==> run_1/final_congestion.png <==
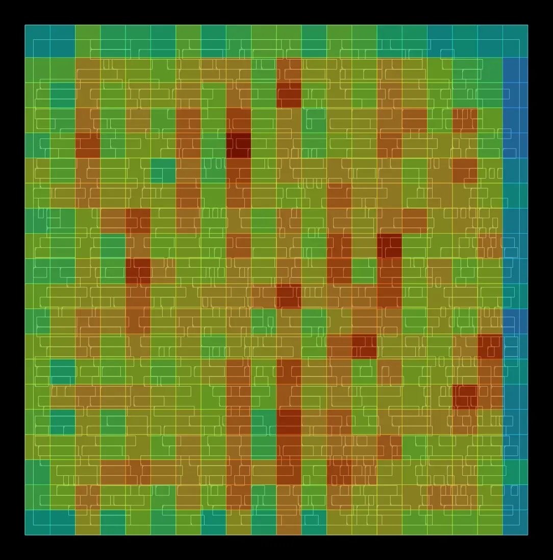
==> run_1/drive_strength.png <==
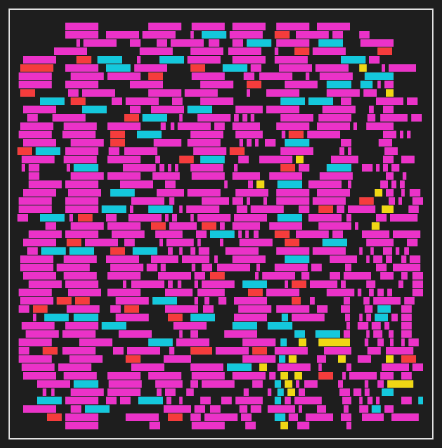
==> run_1/cell_classes.png <==
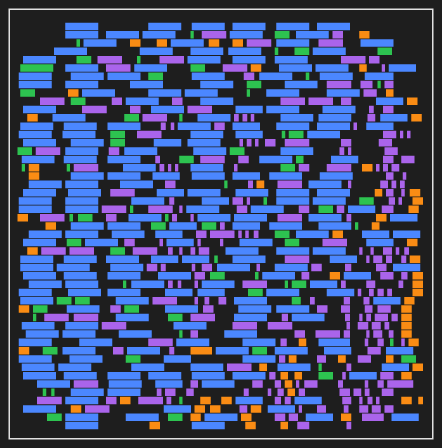
$ cat src/rtl/alu_result_serializer.sv
// Captures ALU results {ctrl, flags, s} into a FIFO and drains them as framed bytes B0..B2 (+B3 XOR checksum with ALU_RESULT_SERIALIZER_CKSUM_EN).
// Latency: record pushed in cycle N shows as B0 with out_valid=1 in cycle N+2 when the FIFO was empty.
// Backpressure: out_data/out_valid hold while out_ready=0; in_ready drops when full and further records are counted as drops.

module alu_result_serializer_fifo #(
  parameter int W     = 24,
  parameter int DEPTH = 8
) (
  input  logic                   clk,
  input  logic                   reset,
  input  logic                   push_vld,
  input  logic [W-1:0]           push_dat,
  input  logic                   pop_vld,
  output logic [W-1:0]           head_dat,
  output logic                   empty,
  output logic                   full,
  output logic [$clog2(DEPTH):0] level
);
  localparam int AW = $clog2(DEPTH);
  localparam int LW = AW + 1;

  logic [W-1:0]  mem [DEPTH];
  logic [AW-1:0] wptr;
  logic [AW-1:0] rptr;
  logic          wr;
  logic          rd;

  assign full     = (level == LW'(DEPTH));
  assign empty    = (level == '0);
  assign wr       = push_vld && !full;
  assign rd       = pop_vld && !empty;
  assign head_dat = mem[rptr];

  always_ff @(posedge clk) begin
    if (wr) mem[wptr] <= push_dat;
  end

  // Pointers wrap naturally since DEPTH is a power of two.
  always_ff @(posedge clk or negedge reset) begin
    if (!reset) begin
      wptr  <= '0;
      rptr  <= '0;
      level <= '0;
    end else begin
      if (wr) wptr <= wptr + AW'(1);
      if (rd) rptr <= rptr + AW'(1);
      if (wr && !rd)      level <= level + LW'(1);
      else if (rd && !wr) level <= level - LW'(1);
    end
  end
endmodule

module alu_result_serializer #(
  parameter int DEPTH = 8,
  parameter int CNT_W = 8
) (
  input  logic                   clk,
  input  logic                   reset,
  input  logic                   in_valid,
  output logic                   in_ready,
  input  logic [3:0]             ctrl,
  input  logic [7:0]             s,
  input  logic [11:0]            flags,
  output logic [7:0]             out_data,
  output logic                   out_valid,
  input  logic                   out_ready,
  input  logic                   clr,
  output logic                   overflow,
  output logic [CNT_W-1:0]       drop_cnt,
  output logic [$clog2(DEPTH):0] level
);
  typedef struct packed {
    logic [3:0]  ctrl;
    logic [11:0] flags;
    logic [7:0]  s;
  } rec_t;

`ifdef ALU_RESULT_SERIALIZER_CKSUM_EN
  typedef enum logic [2:0] {IDLE, B0, B1, B2, B3} state_t;
`else
  typedef enum logic [2:0] {IDLE, B0, B1, B2} state_t;
`endif

  rec_t        in_rec;
  rec_t        head;
  logic        empty;
  logic        full;
  logic        push;
  logic        pop;
  logic        drop;
  logic        advance;
  logic        last;
  logic [7:0]  head_b0;
  state_t      state_q;
  state_t      state_d;
  logic [7:0]  out_data_d;
  logic        out_valid_d;
  // Bytes B1/B2 of the frame in flight; B0 goes straight to out_data on pop.
  logic [15:0] tail_q;
`ifdef ALU_RESULT_SERIALIZER_CKSUM_EN
  logic [7:0]  ck_q;
`endif

  assign in_rec   = '{ctrl: ctrl, flags: flags, s: s};
  assign in_ready = !full;
  assign push     = in_valid && in_ready;
  assign drop     = in_valid && !in_ready;
  assign advance  = out_valid && out_ready;
  assign head_b0  = {head.ctrl, head.flags[11:8]};
`ifdef ALU_RESULT_SERIALIZER_CKSUM_EN
  assign last     = (state_q == B3);
`else
  assign last     = (state_q == B2);
`endif
  // Popping on the final byte's acceptance gives back-to-back frames.
  assign pop      = !empty && ((state_q == IDLE) || (advance && last));

  alu_result_serializer_fifo #(
    .W     ($bits(rec_t)),
    .DEPTH (DEPTH)
  ) u_fifo (
    .clk      (clk),
    .reset    (reset),
    .push_vld (push),
    .push_dat (in_rec),
    .pop_vld  (pop),
    .head_dat (head),
    .empty    (empty),
    .full     (full),
    .level    (level)
  );

  always_ff @(posedge clk or negedge reset) begin
    if (!reset) state_q <= IDLE;
    else        state_q <= state_d;
  end

  always_comb begin
    state_d = state_q;
    case (state_q)
      IDLE: if (!empty) state_d = B0;
      B0:   if (advance) state_d = B1;
      B1:   if (advance) state_d = B2;
`ifdef ALU_RESULT_SERIALIZER_CKSUM_EN
      B2:   if (advance) state_d = B3;
      B3:   if (advance) state_d = empty ? IDLE : B0;
`else
      B2:   if (advance) state_d = empty ? IDLE : B0;
`endif
      default: state_d = IDLE;
    endcase
  end

  always_comb begin
    out_data_d  = out_data;
    out_valid_d = out_valid;
    if (pop) begin
      out_data_d  = head_b0;
      out_valid_d = 1'b1;
    end else if (advance) begin
      case (state_q)
        B0: out_data_d = tail_q[15:8];
        B1: out_data_d = tail_q[7:0];
`ifdef ALU_RESULT_SERIALIZER_CKSUM_EN
        B2: out_data_d = ck_q;
`endif
        default: out_valid_d = 1'b0;
      endcase
    end
  end

  always_ff @(posedge clk or negedge reset) begin
    if (!reset) begin
      out_data  <= '0;
      out_valid <= 1'b0;
      tail_q    <= '0;
`ifdef ALU_RESULT_SERIALIZER_CKSUM_EN
      ck_q      <= '0;
`endif
    end else begin
      out_data  <= out_data_d;
      out_valid <= out_valid_d;
      if (pop) begin
        tail_q <= {head.flags[7:0], head.s};
`ifdef ALU_RESULT_SERIALIZER_CKSUM_EN
        ck_q   <= head_b0 ^ head.flags[7:0] ^ head.s;
`endif
      end
    end
  end

  // clr takes priority over a same-cycle drop.
  always_ff @(posedge clk or negedge reset) begin
    if (!reset) begin
      overflow <= 1'b0;
      drop_cnt <= '0;
    end else if (clr) begin
      overflow <= 1'b0;
      drop_cnt <= '0;
    end else if (drop) begin
      overflow <= 1'b1;
      if (drop_cnt != '1) drop_cnt <= drop_cnt + CNT_W'(1);
    end
  end
endmodule

$ cat config.mk
export PLATFORM = sky130hd
export DESIGN_NAME = alu_result_serializer
export DESIGN_NICKNAME = d
export VERILOG_FILES = /design/src/rtl/alu_result_serializer.sv
export SDC_FILE = /design/constraint.sdc
export NUM_CORES = 1
export LEC_CHECK = 0
export CAP_MARGIN = 20
export CELL_PAD_IN_SITES_DETAIL_PLACEMENT = 1
export CELL_PAD_IN_SITES_GLOBAL_PLACEMENT = 1
export CORE_AREA = 2 2 136 138
export CTS_BUF_LIST = sky130_fd_sc_hd__clkbuf_8
export DETAILED_ROUTE_END_ITERATION = 12
export DIE_AREA = 0 0 138 140
export GPL_TIMING_DRIVEN = 1
export PLACE_DENSITY_LB_ADDON = 0.05
export SLEW_MARGIN = 20
export SYNTH_ARGS = -nofsm -noshare
export SYNTH_HDL_FRONTEND = slang
export SYNTH_SLANG_ARGS = --single-unit
$ cat constraint.sdc
create_clock -name clk -period 3.64 [get_ports clk]
set_input_delay 0.728 -clock clk [delete_from_list [all_inputs] [get_ports clk]]
set_output_delay 0.728 -clock clk [all_outputs]
set_load 0.02 [all_outputs]
==> Flow_metrics.wiki, run 1 <==
== Metrics ==
{| class="wikitable"
! Metric !! Value
|-
| Run status || finished, final reports clean
|-
| Sum of internal, switching and leakage power || 8780 µW
|-
| Drt initial violations || 215
|-
| Global-route met1 utilization || 27.3%
|-
| Pin slew with the least headroom to its limit || 0.762 ns
|-
| Portion of the layout cell area used by non-clock buffers || 5.79%
|-
| Min-Delay Path Class || in2async
|-
| Worst voltage drop across the vdd grid || 0.000503 V
|-
| Reported sequential group power || 3890 µW
|-
| Clock tree buffer count of the final layout || 41
|-
| Clk root buf || sky130_fd_sc_hd__clkbuf_8
|-
| Critical path endpoint || in_ready
|-
| CP Launch Point || u_fifo.level[1]
|-
| Die area || 19,300 µm²
|-
| WS Path Type || reg2out
|-
| Count of cells along the worst register-to-register path || 8
|-
| Post-synthesis net count || 546
|-
| Internal cell power || 5940 µW
|-
| Synth Seq Share || 73.2%
|-
| Die outline height || 140 µm
|-
| Count of buffering cells on the critical path with inverters included || 2
|-
| Delay-heaviest family, CP || buffers and inverters
|-
| Post-CTS setup buffer count || 0
|-
| Final-layout clock-cell area share || 6.49%
|-
| Fraction of area in multi-input gates || 22.0%
|-
| Cts bufs inserted || 39
|-
| Area growth, synth to finish || 16.6%
|-
| Top power consumer group || registers
|-
| Multi-input combinational gate total || 236
|-
| Antenna violations before repair || 0
|-
| Pwr dens || 797 nW/µm²
|-
| Count of non-CTS inverters in the layout || 8
|-
| Cell area after layout || 11,000 µm²
|-
| Dpl cell area || 10,300 µm²
|-
| Reg2Reg Capture Point || u_fifo.level[3]
|-
| Final critical-path share of the clock period || 79.1%
|-
| Highest-count cells in the layout ignoring fill and taps || sky130_fd_sc_hd__edfxtp_1 (192), sky130_fd_sc_hd__clkdlybuf4s50_1 (50), sky130_fd_sc_hd__mux4_2 (48), sky130_fd_sc_hd__dfrtp_1 (44), sky130_fd_sc_hd__clkbuf_8 (41)
|-
| Maximum number of pins on one net before global-route repair || 52
|-
| M1 WL || 8060 µm
|-
| Proportion of layout cells with a drive suffix above 1 || 20.3%
|-
| Vias per cell || 5.75
|-
| TritonCTS clock tree || done
|-
| FF/Latch Area || 6920 µm²
|-
| Latency at later pin || 0.52 ns
|-
| Yosys warnings || 0
|-
| Fraction of power consumed by sequential logic || 44.3%
|-
| Detail-routed net length per standard cell || 22.8 µm
|-
| Post-synthesis area per instance || 18.7 µm²
|-
| Top routing layer in use || met4
|-
| Setup TNS Final || 0 ns
|-
| Final hold viol count || 0
|-
| Tap cells || 229
|-
| Worst path arrival time || 2.15 ns
|-
| H-Tree Depth || 2
|-
| Endpoint type of the worst setup path || output port
|-
| Clock-pin transition on the worst setup and hold timing paths || 0.06 ns
|-
| Met3 wire len || 911 µm
|-
| Critical R2R Launch || u_fifo.level[1]
|-
| Area used by multi-input combinational logic || 2430 µm²
|-
| Quantity of gates resized following cts || 0
|-
| Reported net switching power || 2840 µW
|-
| Detailed-routed wire length on met2 || 10,100 µm
|-
| Wire length of the first global-routing pass || 30,900 µm
|-
| Buffers excl. clock || 67
|-
| Total tool warning count || 29
|-
| Peak fanout along the critical path || 8
|-
| Flop Count || 238
|-
| Flops & latches, synth || 238
|-
| Logic gate share of total power || 31.8%
|-
| CTS max path bufs || 3
|-
| Total routing usage reported by global routing || 21.1%
|-
| Routed wire length || 19,400 µm
|-
| Critical path depth in cells || 3
|-
| Number of enable flip-flop cells || 192
|-
| Number of standard cells after synthesis || 506
|-
| Number of rows created at floorplan || 49
|-
| Cell at the slowest stage of the critical path || sky130_fd_sc_hd__nor4b_4
|-
| Max-slew headroom at the worst pin || 49.2%
|-
| # Max-Cap Violations || 0
|-
| Synth area leader || sky130_fd_sc_hd__edfxtp_1
|-
| Leak pwr || 0.00389 µW
|-
| Number of global-route vias before repair || 5,434
|-
| Most instantiated flip-flop cell in the synthesis netlist || sky130_fd_sc_hd__edfxtp_1
|-
| GRT Residual Overflow || 0
|-
| PnR worst setup slack || 0.762 ns
|-
| Clock distribution power || 2100 µW
|-
| Final net count || 630
|-
| Largest clock skew in the final design || 0.0124 ns
|-
| Yosys stat cell total || 506
|-
| RSZ-0062 raised after global routing || false
|-
| # fillers || 1,572
|}
## Picture notes: final_congestion.png
global routing usage on met2: 36.7%
GRT Max-Usage Layer: met2
final standard cell utilization of the core: 62.0%

## Picture notes: drive_strength.png
Key: drive 6 and up = red [cells 44]; drive 2 = cyan [cells 63]; drive 1 or less = magenta [cells 495]; drive 3 to 4 = yellow [cells 19]

## Picture notes: cell_classes.png
Key: flip-flops = blue [cells 238, share of their area 64%]; clock drivers and dummy loads = green [cells 72, share of their area 6.7%]; other buffers and delay cells = orange [cells 67, share of their area 5.9%]; all other logic = purple [cells 244, share of their area 23%]
CORE AREA: 17,800 µm²
register fraction of the total cell area: 62.8%

==> run 1: worst register-to-register path: stages, from the launching register on <==
cell	delay (ns)
sky130_fd_sc_hd__dfrtp_1	0.47
sky130_fd_sc_hd__nor4b_4	0.54
sky130_fd_sc_hd__nor2b_1	0.14
sky130_fd_sc_hd__ha_1	0.26
sky130_fd_sc_hd__inv_1	0.17
sky130_fd_sc_hd__ha_1	0.27
sky130_fd_sc_hd__a21o_2	0.23
sky130_fd_sc_hd__a2111oi_0	0.41
sky130_fd_sc_hd__o31ai_1	0.14
==> run 1: synthesized netlist by cell type (all sizes together), types with 5 or more instances <==
| cell type | number |
|---|---|
| buf | 9 |
| a211oi | 8 |
| xor2 | 5 |
| o21ai | 8 |
| nor2 | 38 |
| clkbuf | 15 |
| inv | 8 |
| ha | 10 |
| dfrtp | 46 |
| nor3 | 5 |
| mux2i | 36 |
| mux4 | 48 |
| a21oi | 27 |
| edfxtp | 192 |
| nand3 | 5 |
| nand2 | 9 |
==> run 1: worst min-delay path by stage <==
stage,to,slack (ns),cells past startpoint
final,u_fifo.level[0],0.27,1
after global routing,u_fifo.level[0],0.31,1
after CTS,u_fifo.level[0],0.28,1
after detailed placement,u_fifo.wptr[0],0.51,1
after global placement,overflow,0.48,2
after floorplan,drop_cnt[0],0.43,0
==> run 1: state kept, by name, summed over array words and instances, names as in the netlist <==
name / flops
u_fifo.mem: 192
tail_q: 16
drop_cnt: 8
out_data: 8
u_fifo.level: 4
u_fifo.rptr: 3
u_fifo.wptr: 3
state_q: 2
out_valid: 1
overflow: 1
==> run 1: cells by family after synthesis <==
family / synth area share [%]
AOI/OAI and AO/OA: 3.66
adders and majority gates: 1.54
xor gates and xnor gates: 0.834
DFF: 73.2
and+or+nand+nor: 3.72
muxes: 15.6
buffers and inverters: 1.43
==> run 2: changes to the inputs <==
Settings changed: CORE_AREA 2 2 136 138 to 2 2 144 146, DIE_AREA 0 0 138 140 to 0 0 146 148.
Clock period 3.64 ns to 2.5 ns, I/O delays scaled along.
==> run_2/drive_strength.png <==
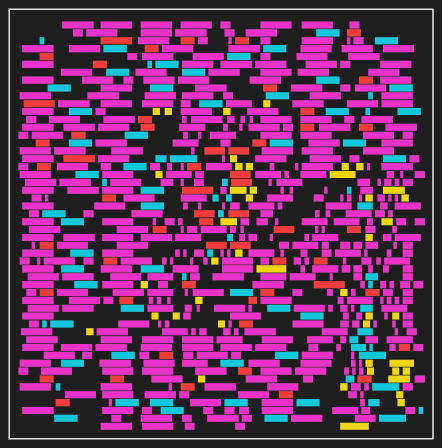
Key: drive 1 or less = magenta [cells 469]; drive 2 = cyan [cells 79]; drive 3 to 4 = yellow [cells 44]; drive 6 and up = red [cells 56]
PnR worst setup slack: 0.0821 ns
Area growth, synth to finish: 22.6%

==> run_2/final_congestion.png <==
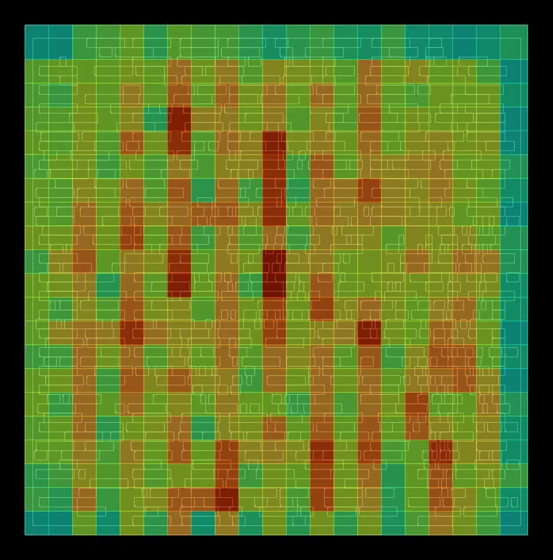
final standard cell utilization of the core: 57.8%
global routing usage on met2: 33.7%

==> run 2 against run 1 <==
Against the previous run: total power increased by 58%; critical path depth rose by 2; sequential power grew 45%; clock-buffer cell count shrank 1; via count up 0.67%; cell area increased by 5.1%; critical path type unchanged; critical endpoint unchanged.
==> Flow_metrics.wiki, run 2 <==
== Metrics ==
{| class="wikitable"
! Metric !! Value
|-
| Run status || finished, final reports clean (unchanged)
|-
| Yosys warnings || 0 (unchanged)
|-
| Number of standard cells after synthesis || 506 (unchanged)
|-
| Top-count cell post-synth || sky130_fd_sc_hd__edfxtp_1 (unchanged)
|-
| # Max-Cap Violations || 0 (unchanged)
|-
| Pin slew with the least headroom to its limit || 0.719 ns (was 0.762 ns)
|-
| Critical R2R Launch || state_q[0] (was u_fifo.level[1])
|-
| Cts bufs inserted || 39 (unchanged)
|-
| Post-synthesis area per instance || 18.7 µm² (unchanged)
|-
| Final worst hold slack || 0.0162 ns (was 0.271 ns)
|-
| Clk root buf || sky130_fd_sc_hd__clkbuf_8 (unchanged)
|-
| List of most frequent post-synthesis cells || sky130_fd_sc_hd__edfxtp_1 (192), sky130_fd_sc_hd__mux4_2 (48), sky130_fd_sc_hd__dfrtp_1 (46) (unchanged)
|-
| # fillers || 1,848 (was 1,572)
|-
| Post-synthesis net count || 546 (unchanged)
|-
| Worst voltage drop across the vdd grid || 0.000603 V (was 0.000503 V)
|-
| Reg2Reg Capture Point || u_fifo.level[3] (unchanged)
|-
| Maximum number of pins on one net before global-route repair || 52 (unchanged)
|-
| Max FFs per register || 192 (unchanged)
|-
| Count of cells along the worst register-to-register path || 12 (was 8)
|-
| Detail-routed net length per standard cell || 22.2 µm (was 22.8 µm)
|-
| Delay-heaviest family, CP || buffers and inverters (unchanged)
|-
| Endpoint type of the worst setup path || output port (unchanged)
|-
| Internal cell power || 9410 µW (was 5940 µW)
|-
| Latency at later pin || 0.53 ns (was 0.52 ns)
|-
| Cell at the slowest stage of the critical path || sky130_fd_sc_hd__dfrtp_2 (was sky130_fd_sc_hd__nor4b_4)
|-
| Yosys stat cell total || 506 (unchanged)
|-
| Flops & latches, synth || 238 (unchanged)
|-
| Number of rows created at floorplan || 52 (was 49)
|-
| Minimum setup slack among reg-to-reg paths || 0.09 ns (was 0.88 ns)
|-
| Pwr dens || 1200 nW/µm² (was 797 nW/µm²)
|-
| Proportion of layout cells with a drive suffix above 1 || 27.6% (was 20.3%)
|-
| Number of global-route vias before repair || 5,605 (was 5,434)
|-
| Fraction of power consumed by sequential logic || 40.8% (was 44.3%)
|-
| Peak fanout along the critical path || 7 (was 8)
|-
| Global placement routability congestion || 0.740 (was 0.832)
|-
| Share of flip-flops with an asynchronous set or reset after synthesis || 19.3% (unchanged)
|-
| Largest clock skew in the final design || 0.0185 ns (was 0.0124 ns)
|-
| Diode insertion count for antenna repair || 0 (unchanged)
|-
| CP Launch Point || u_fifo.level[0] (was u_fifo.level[1])
|-
| GRT Residual Overflow || 0 (unchanged)
|-
| Die area || 21,600 µm² (was 19,300 µm²)
|-
| Worst path arrival time || 1.92 ns (was 2.15 ns)
|-
| Clock-pin transition on the worst setup and hold timing paths || 0.06 ns (about the same)
|-
| Slew Viols, Final || 0 (unchanged)
|-
| YS chip area || 9450 µm² (unchanged)
|-
| Wire length of the first global-routing pass || 32,300 µm (was 30,900 µm)
|-
| Critical path depth in cells || 5 (was 3)
|-
| Min-Delay Path Class || in2async (unchanged)
|-
| Synth area leader || sky130_fd_sc_hd__edfxtp_1 (unchanged)
|-
| Critical path endpoint || in_ready (unchanged)
|-
| Die outline height || 148 µm (was 140 µm)
|-
| Logic gate share of total power || 33.5% (was 31.8%)
|-
| Synth Seq Share || 73.2% (unchanged)
|-
| Final critical-path share of the clock period || 96.7%
|-
| Number of enable flip-flop cells || 192 (unchanged)
|-
| Total tool warning count || 30 (was 29)
|-
| CTS max path bufs || 3 (unchanged)
|-
| Largest register by flop count || u_fifo.mem (unchanged)
|-
| Vias per cell || 5.36 (was 5.75)
|-
| Leak pwr || 0.00406 µW (was 0.00389 µW)
|-
| TritonCTS clock tree || done (unchanged)
|-
| Count of buffering cells on the critical path with inverters included || 4 (was 2)
|-
| Total routing usage reported by global routing || 19.9% (was 21.1%)
|-
| Startpoint types || register (unchanged)
|-
| H-Tree Depth || 2 (unchanged)
|-
| Final hold viol count || 0 (unchanged)
|-
| Registers with the most flip-flops || u_fifo.mem (192), tail_q (16) (unchanged)
|-
| Antenna violations before repair || 0 (unchanged)
|-
| Highest-count cells in the layout ignoring fill and taps || sky130_fd_sc_hd__edfxtp_1 (192), sky130_fd_sc_hd__clkdlybuf4s50_1 (49), sky130_fd_sc_hd__mux4_2 (48), sky130_fd_sc_hd__dfrtp_1 (41), sky130_fd_sc_hd__clkbuf_8 (40) (was sky130_fd_sc_hd__edfxtp_1 (192), sky130_fd_sc_hd__clkdlybuf4s50_1 (50), sky130_fd_sc_hd__mux4_2 (48), sky130_fd_sc_hd__dfrtp_1 (44), sky130_fd_sc_hd__clkbuf_8 (41))
|-
| Routed wire length || 20,400 µm (was 19,400 µm)
|-
| Final net count || 658 (was 630)
|-
| Count of cell types in the netlist || 43 (unchanged)
|-
| WS Path Type || reg2out (unchanged)
|-
| Drt initial violations || 183 (was 215)
|-
| Reported net switching power || 4460 µW (was 2840 µW)
|-
| Max-slew headroom at the worst pin || 52.1% (was 49.2%)
|-
| CORE AREA || 20,000 µm² (was 17,800 µm²)
|}
[run 2: cell counts after synthesis]
Identical to the previous run, type by type.
[run 2: power groups by stage]
stage	Sequential (µW)	Combinational, µW	Clock (µW)
2_1_floorplan	5630	2910	0
3_3_place_gp	5700	4460	0
3_5_place_dp	5750	4570	0
4_1_cts	5670	4650	3670
5_1_grt	5760	5060	3840
6_report	5650	4650	3570
[run 2: routing by layer]
| metal | routed length [µm] | global-route usage, % | vias to the layer above |
|---|---|---|---|
| met5 | 0 | 0 | - |
| met4 | 383 | 5.87 | 0 |
| met3 | 826 | 3.83 | 29 |
| met2 | 10200 | 33.7 | 95 |
| met1 | 8970 | 26.6 | 2555 |
| li1 | - | - | 2245 |
[run 2: kinds of logic after synthesis]
kind of cell | Yosys count | synth area share, %
AND/OR/NAND/NOR | 73 | 3.72
flip-flops | 238 | 73.2
adder cells (fa/ha/maj) | 11 | 1.54
buffers and inverters | 32 | 1.43
AND-OR/OR-AND | 56 | 3.66
XOR/XNOR | 9 | 0.834
multiplexers | 87 | 15.6
[run 2: timing repair]
item                                    4_1_cts  5_1_grt
pin swaps                                     0        2
setup buffers                                 1        2
resized                                       5        6
endpoints found under the setup margin        2        1
cloned                                        0        0
[run 2: through the flow]
step                instance area, µm²  TNS (ns)  total power, µW  cells
floorplan                         9490     -4.80             8540    506
global placement                 10700    -0.125            10200    844
detailed placement               10700    -0.330            10300    844
CTS                              11500         0            14000    916
global route                     11600   -0.0360            14700    918
finish                           11600         0            13900    918
[run 2: cell type report]
type,count,area [µm²],share of cell area (%)
Sequential cell,238,6930,59.8
Multi-Input combinational cell,236,2510,21.7
Timing Repair Buffer,95,952,8.22
Clock buffer,40,551,4.75
Tap cell,270,338,2.92
Clock inverter,31,269,2.32
Inverter,8,30.0,0.259
==> run 3: changes to the inputs <==
Settings changed: CORE_AREA 2 2 144 146 to 2 2 138 140, CTS_BUF_LIST sky130_fd_sc_hd__clkbuf_8 to sky130_fd_sc_hd__clkbuf_4 sky130_fd_sc_hd__clkbuf_8 sky130_fd_sc_hd__clkbuf_16, DIE_AREA 0 0 146 148 to 0 0 140 142, SETUP_SLACK_MARGIN from default to 0.02.
Clock period 2.5 ns to 2.4 ns, I/O delays scaled along.
==> run_3/drive_strength.png <==
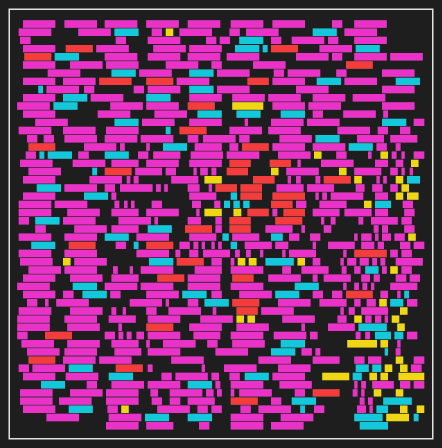
Key: drive 3 to 4 = yellow [cells 44]; drive 1 or less = magenta [cells 456]; drive 6 and up = red [cells 43]; drive 2 = cyan [cells 80]

==> run_3/registers.png <==
Other sequential cells in the stronger gray, the rest of the logic in the fainter gray.
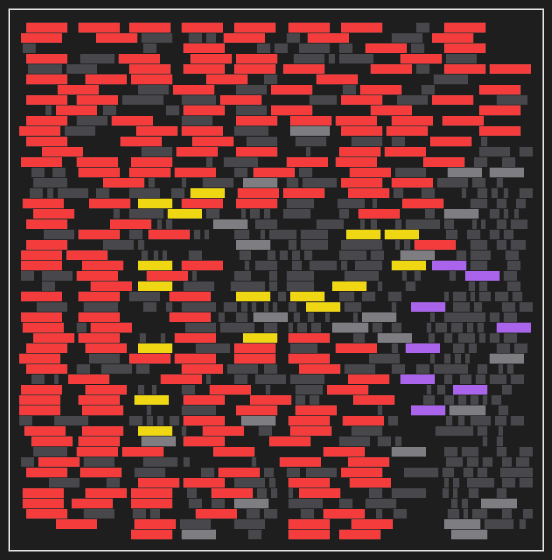
Key: u_fifo.mem = red [placed flops 192, where widely spread]; drop_cnt = purple [placed flops 8, where east]; tail_q = yellow [placed flops 16]
register fraction of the total cell area: 59.7%
FF/Latch Area: 6930 µm²
final standard cell utilization of the core: 62.8%
reported sequential group power: 5910 µW

==> run 3 against run 2 <==
Against the previous run: the flow now finishes with violations (design-rule violations); sequential share of layout area decreased by 0.079 points; worst hold slack improved by 0.061 ns; highest routed layer unchanged; global-route usage increased by 1.9 points.
==> Flow_metrics.wiki, run 3 <==
== Metrics ==
{| class="wikitable"
! Metric !! Value
|-
| Run status || finished, violations left (was finished, final reports clean)
|-
| Violations in the final reports || design-rule violations
|-
| # placed instances || 807 (was 844)
|-
| List of most frequent post-synthesis cells || sky130_fd_sc_hd__edfxtp_1 (192), sky130_fd_sc_hd__mux4_2 (48), sky130_fd_sc_hd__dfrtp_1 (46) (unchanged)
|-
| Area fraction in compound gates || 3.66% (unchanged)
|-
| Number of enable flip-flop cells || 192 (unchanged)
|-
| Count of buffering cells on the critical path with inverters included || 3 (was 4)
|-
| Maximum number of pins on one net before global-route repair || 52 (unchanged)
|-
| Min-Delay Path Class || in2async (unchanged)
|-
| Clock-pin transition on the worst setup and hold timing paths || 0.06 ns (about the same)
|-
| Diode insertion count for antenna repair || 0 (unchanged)
|-
| Fraction of synthesized area in multiplexers || 15.6% (unchanged)
|-
| Dominant logic cell type in the layout || sky130_fd_sc_hd__edfxtp_1 (unchanged)
|-
| Routed wire length || 20,800 µm (was 20,400 µm)
|-
| Met3 usage in global routing || 3.13% (was 3.83%)
|-
| Cts bufs inserted || 24 (was 39)
|-
| Area growth, synth to finish || 22.7% (was 22.6%)
|-
| Area used by multi-input combinational logic || 2510 µm² (about the same)
|-
| Global placement routability congestion || 0.778 (was 0.740)
|-
| Antenna violations before repair || 0 (unchanged)
|-
| Total tool warning count || 32 (was 30)
|-
| Setup TNS Final || 0 ns (unchanged)
|-
| Max-slew headroom at the worst pin || 56.8% (was 52.1%)
|-
| # Max-Cap Violations || 0 (unchanged)
|-
| XOR/XNOR Area Share || 0.834% (unchanged)
|-
| Share of flip-flops with an asynchronous set or reset after synthesis || 19.3% (unchanged)
|-
| WS Path Type || reg2reg (was reg2out)
|-
| Internal cell power || 10,000 µW (was 9410 µW)
|-
| Pwr dens || 1260 nW/µm² (was 1200 nW/µm²)
|-
| Cell at the slowest stage of the critical path || sky130_fd_sc_hd__dfrtp_1 (was sky130_fd_sc_hd__dfrtp_2)
|-
| Endpoint type of the worst setup path || register (was output port)
|-
| Detail-routed net length per standard cell || 24.3 µm (was 22.2 µm)
|-
| Top-count cell post-synth || sky130_fd_sc_hd__edfxtp_1 (unchanged)
|-
| Drt initial violations || 283 (was 183)
|-
| Top power consumer group || registers (unchanged)
|-
| GRT Residual Overflow || 0 (unchanged)
|-
| Max FFs per register || 192 (unchanged)
|-
| Die outline height || 142 µm (was 148 µm)
|-
| Cell area after layout || 11,600 µm² (about the same)
|-
| Largest register by flop count || u_fifo.mem (unchanged)
|-
| Dpl cell area || 10,700 µm² (about the same)
|-
| YS chip area || 9450 µm² (unchanged)
|-
| Delay-heaviest family, CP || AND-OR/OR-AND gates (was buffers and inverters)
|-
| Die area || 19,900 µm² (was 21,600 µm²)
|-
| Reported net switching power || 4580 µW (was 4460 µW)
|-
| CTS max path bufs || 3 (unchanged)
|-
| Worst voltage drop across the vdd grid || 0.000731 V (was 0.000603 V)
|-
| TritonCTS clock tree || done (unchanged)
|-
| Final critical-path share of the clock period || 95.3%
|-
| Peak fanout along the critical path || 3 (was 7)
|-
| Final hold viol count || 0 (unchanged)
|-
| Post-synthesis net count || 546 (unchanged)
|-
| Post-DP HPWL || 12,600 µm (was 12,800 µm)
|-
| Yosys stat cell total || 506 (unchanged)
|-
| Sum of internal, switching and leakage power || 14,600 µW (was 13,900 µW)
|-
| Synth Area in Simple Gates || 3.72% (unchanged)
|-
| Remaining design rule violation count || 3 (was 0)
|-
| Fraction of power consumed by sequential logic || 40.4% (was 40.8%)
|-
| Global routing usage on met2 || 38.4% (was 33.7%)
|-
| Slew Viols, Final || 0 (unchanged)
|-
| Final worst hold slack || 0.0768 ns (was 0.0162 ns)
|-
| Vias per cell || 5.80 (was 5.36)
|-
| Synth Seq Share || 73.2% (unchanged)
|-
| Latency at later pin || 0.51 ns (was 0.53 ns)
|-
| Clock distribution power || 3760 µW (was 3570 µW)
|-
| Startpoint types || register (unchanged)
|-
| Dominant kind of combinational cell || multiplexers (unchanged)
|-
| PnR worst setup slack || 0.113 ns (was 0.0821 ns)
|-
| Wire length of the first global-routing pass || 32,400 µm (was 32,300 µm)
|-
| Power consumed by combinational cells || 4940 µW (was 4650 µW)
|-
| Proportion of layout cells with a drive suffix above 1 || 26.8% (was 27.6%)
|-
| Number of global-route vias before repair || 5,568 (was 5,605)
|-
| CORE AREA || 18,500 µm² (was 20,000 µm²)
|-
| Post-CTS setup buffer count || 4 (was 1)
|-
| Registers with the most flip-flops || u_fifo.mem (192), tail_q (16) (unchanged)
|-
| GRT Max-Usage Layer || met2 (unchanged)
|-
| Yosys warnings || 0 (unchanged)
|-
| Logic gate share of total power || 33.8% (was 33.5%)
|-
| Clk root buf || sky130_fd_sc_hd__clkbuf_16 (was sky130_fd_sc_hd__clkbuf_8)
|-
| Quantity of gates resized following cts || 2 (was 5)
|-
| Post-synthesis area per instance || 18.7 µm² (unchanged)
|-
| Highest-count cells in the layout ignoring fill and taps || sky130_fd_sc_hd__edfxtp_1 (192), sky130_fd_sc_hd__clkdlybuf4s50_1 (49), sky130_fd_sc_hd__mux4_2 (48), sky130_fd_sc_hd__dfrtp_1 (40), sky130_fd_sc_hd__mux2i_1 (36) (was sky130_fd_sc_hd__edfxtp_1 (192), sky130_fd_sc_hd__clkdlybuf4s50_1 (49), sky130_fd_sc_hd__mux4_2 (48), sky130_fd_sc_hd__dfrtp_1 (41), sky130_fd_sc_hd__clkbuf_8 (40))
|-
| RSZ-0062 raised after global routing || true
|-
| Worst path arrival time || 2.67 ns (was 1.92 ns)
|-
| # fillers || 1,560 (was 1,848)
|-
| H-Tree Depth || 1 (was 2)
|-
| Number of rows created at floorplan || 50 (was 52)
|-
| Final net count || 645 (was 658)
|-
| Synth area leader || sky130_fd_sc_hd__edfxtp_1 (unchanged)
|-
| Flops & latches, synth || 238 (unchanged)
|-
| Largest clock skew in the final design || 0.0106 ns (was 0.0185 ns)
|-
| Number of standard cells after synthesis || 506 (unchanged)
|-
| Leak pwr || 0.00405 µW (was 0.00406 µW)
|-
| Share of synthesized cell area in full adder, half adder and majority cells || 1.54% (unchanged)
|-
| Most instantiated flip-flop cell in the synthesis netlist || sky130_fd_sc_hd__edfxtp_1 (unchanged)
|-
| Total routing usage reported by global routing || 21.8% (was 19.9%)
|-
| Global-route met1 utilization || 28.6% (was 26.6%)
|-
| Pin slew with the least headroom to its limit || 0.648 ns (was 0.719 ns)
|-
| Final standard cell count with taps included and fillers excluded || 857 (was 918)
|}
## run 3: cell counts after synthesis
No cell type changed its count.
## run 3: worst register-to-register path, cell delays in order, from the launching register on
cell and delay (ns):
sky130_fd_sc_hd__dfrtp_1 0.38, sky130_fd_sc_hd__inv_1 0.09, sky130_fd_sc_hd__ha_2 0.19, sky130_fd_sc_hd__a31oi_2 0.19
sky130_fd_sc_hd__nor2_4 0.06, sky130_fd_sc_hd__inv_1 0.06, sky130_fd_sc_hd__ha_2 0.18, sky130_fd_sc_hd__inv_2 0.04
sky130_fd_sc_hd__ha_1 0.26, sky130_fd_sc_hd__a21o_2 0.23, sky130_fd_sc_hd__a21oi_2 0.14, sky130_fd_sc_hd__mux2i_1 0.23
sky130_fd_sc_hd__o31ai_2 0.09
## run 3: layout make-up
class / instances / share of cell area [%]
Clock inverter: 14 / 1.21
Multi-Input combinational cell: 236 / 21.6
Timing Repair Buffer: 97 / 8.91
Inverter: 8 / 0.259
Sequential cell: 238 / 59.7
Tap cell: 234 / 2.52
Clock buffer: 30 / 5.72
## run 3: metal layers
metal  wire length, µm  vias to the layer above
li1                  -                     2206
met1              8850                     2633
met2             10900                      104
met3               688                       30
met4               395                        0
met5                 0                        -
## run 3: final timing paths
| check | from | to | slack (ns) | depth (start not counted) |
|---|---|---|---|---|
| setup / recovery | state_q[1] | u_fifo.level[3] | 0.11 | 12 |
| hold / removal | reset | u_fifo.level[1] | 0.08 | 2 |
| setup reg to reg | state_q[1] | u_fifo.level[3] | 0.11 | 12 |
| hold reg to reg | tail_q[12] | tail_q[12] | 0.53 | 2 |
| max in group asynchronous | reset | u_fifo.rptr[0] | 1.82 | 2 |
| min in group clk | tail_q[12] | tail_q[12] | 0.53 | 2 |

==> screenshots <==
Cell density map.
picture 1
14 x 14 tiles, from black (low) to pale yellow (high), 0 to 100% covered.
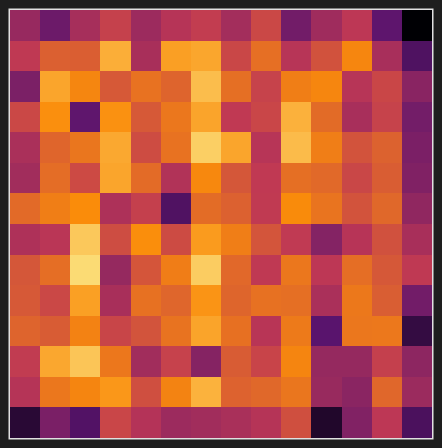
picture 2
15 x 15 tiles, from black (low) to pale yellow (high), 0 to 100% covered.
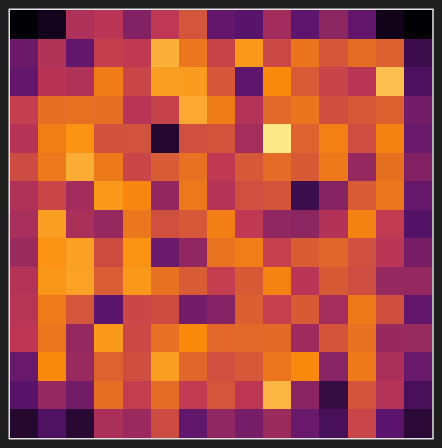
picture 3
14 x 14 tiles, from black (low) to pale yellow (high), 0 to 100% covered.
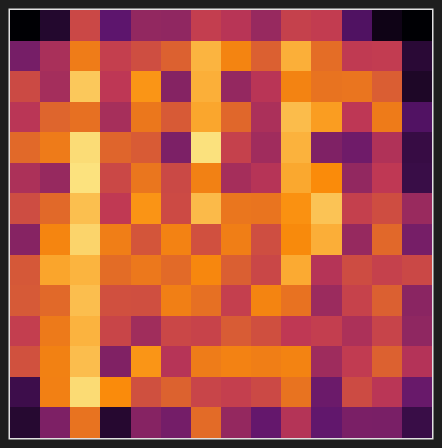
For run 1, see picture 3.
For run 3, see picture 1.
For run 2, see picture 2.

Key to picture 2:
8.9% of the tiles are over 75% full. The fullest tile reaches 95%. 0.90% of the tiles are nearly empty.

No activity file was given, so power comes from the tool's default toggle rates.
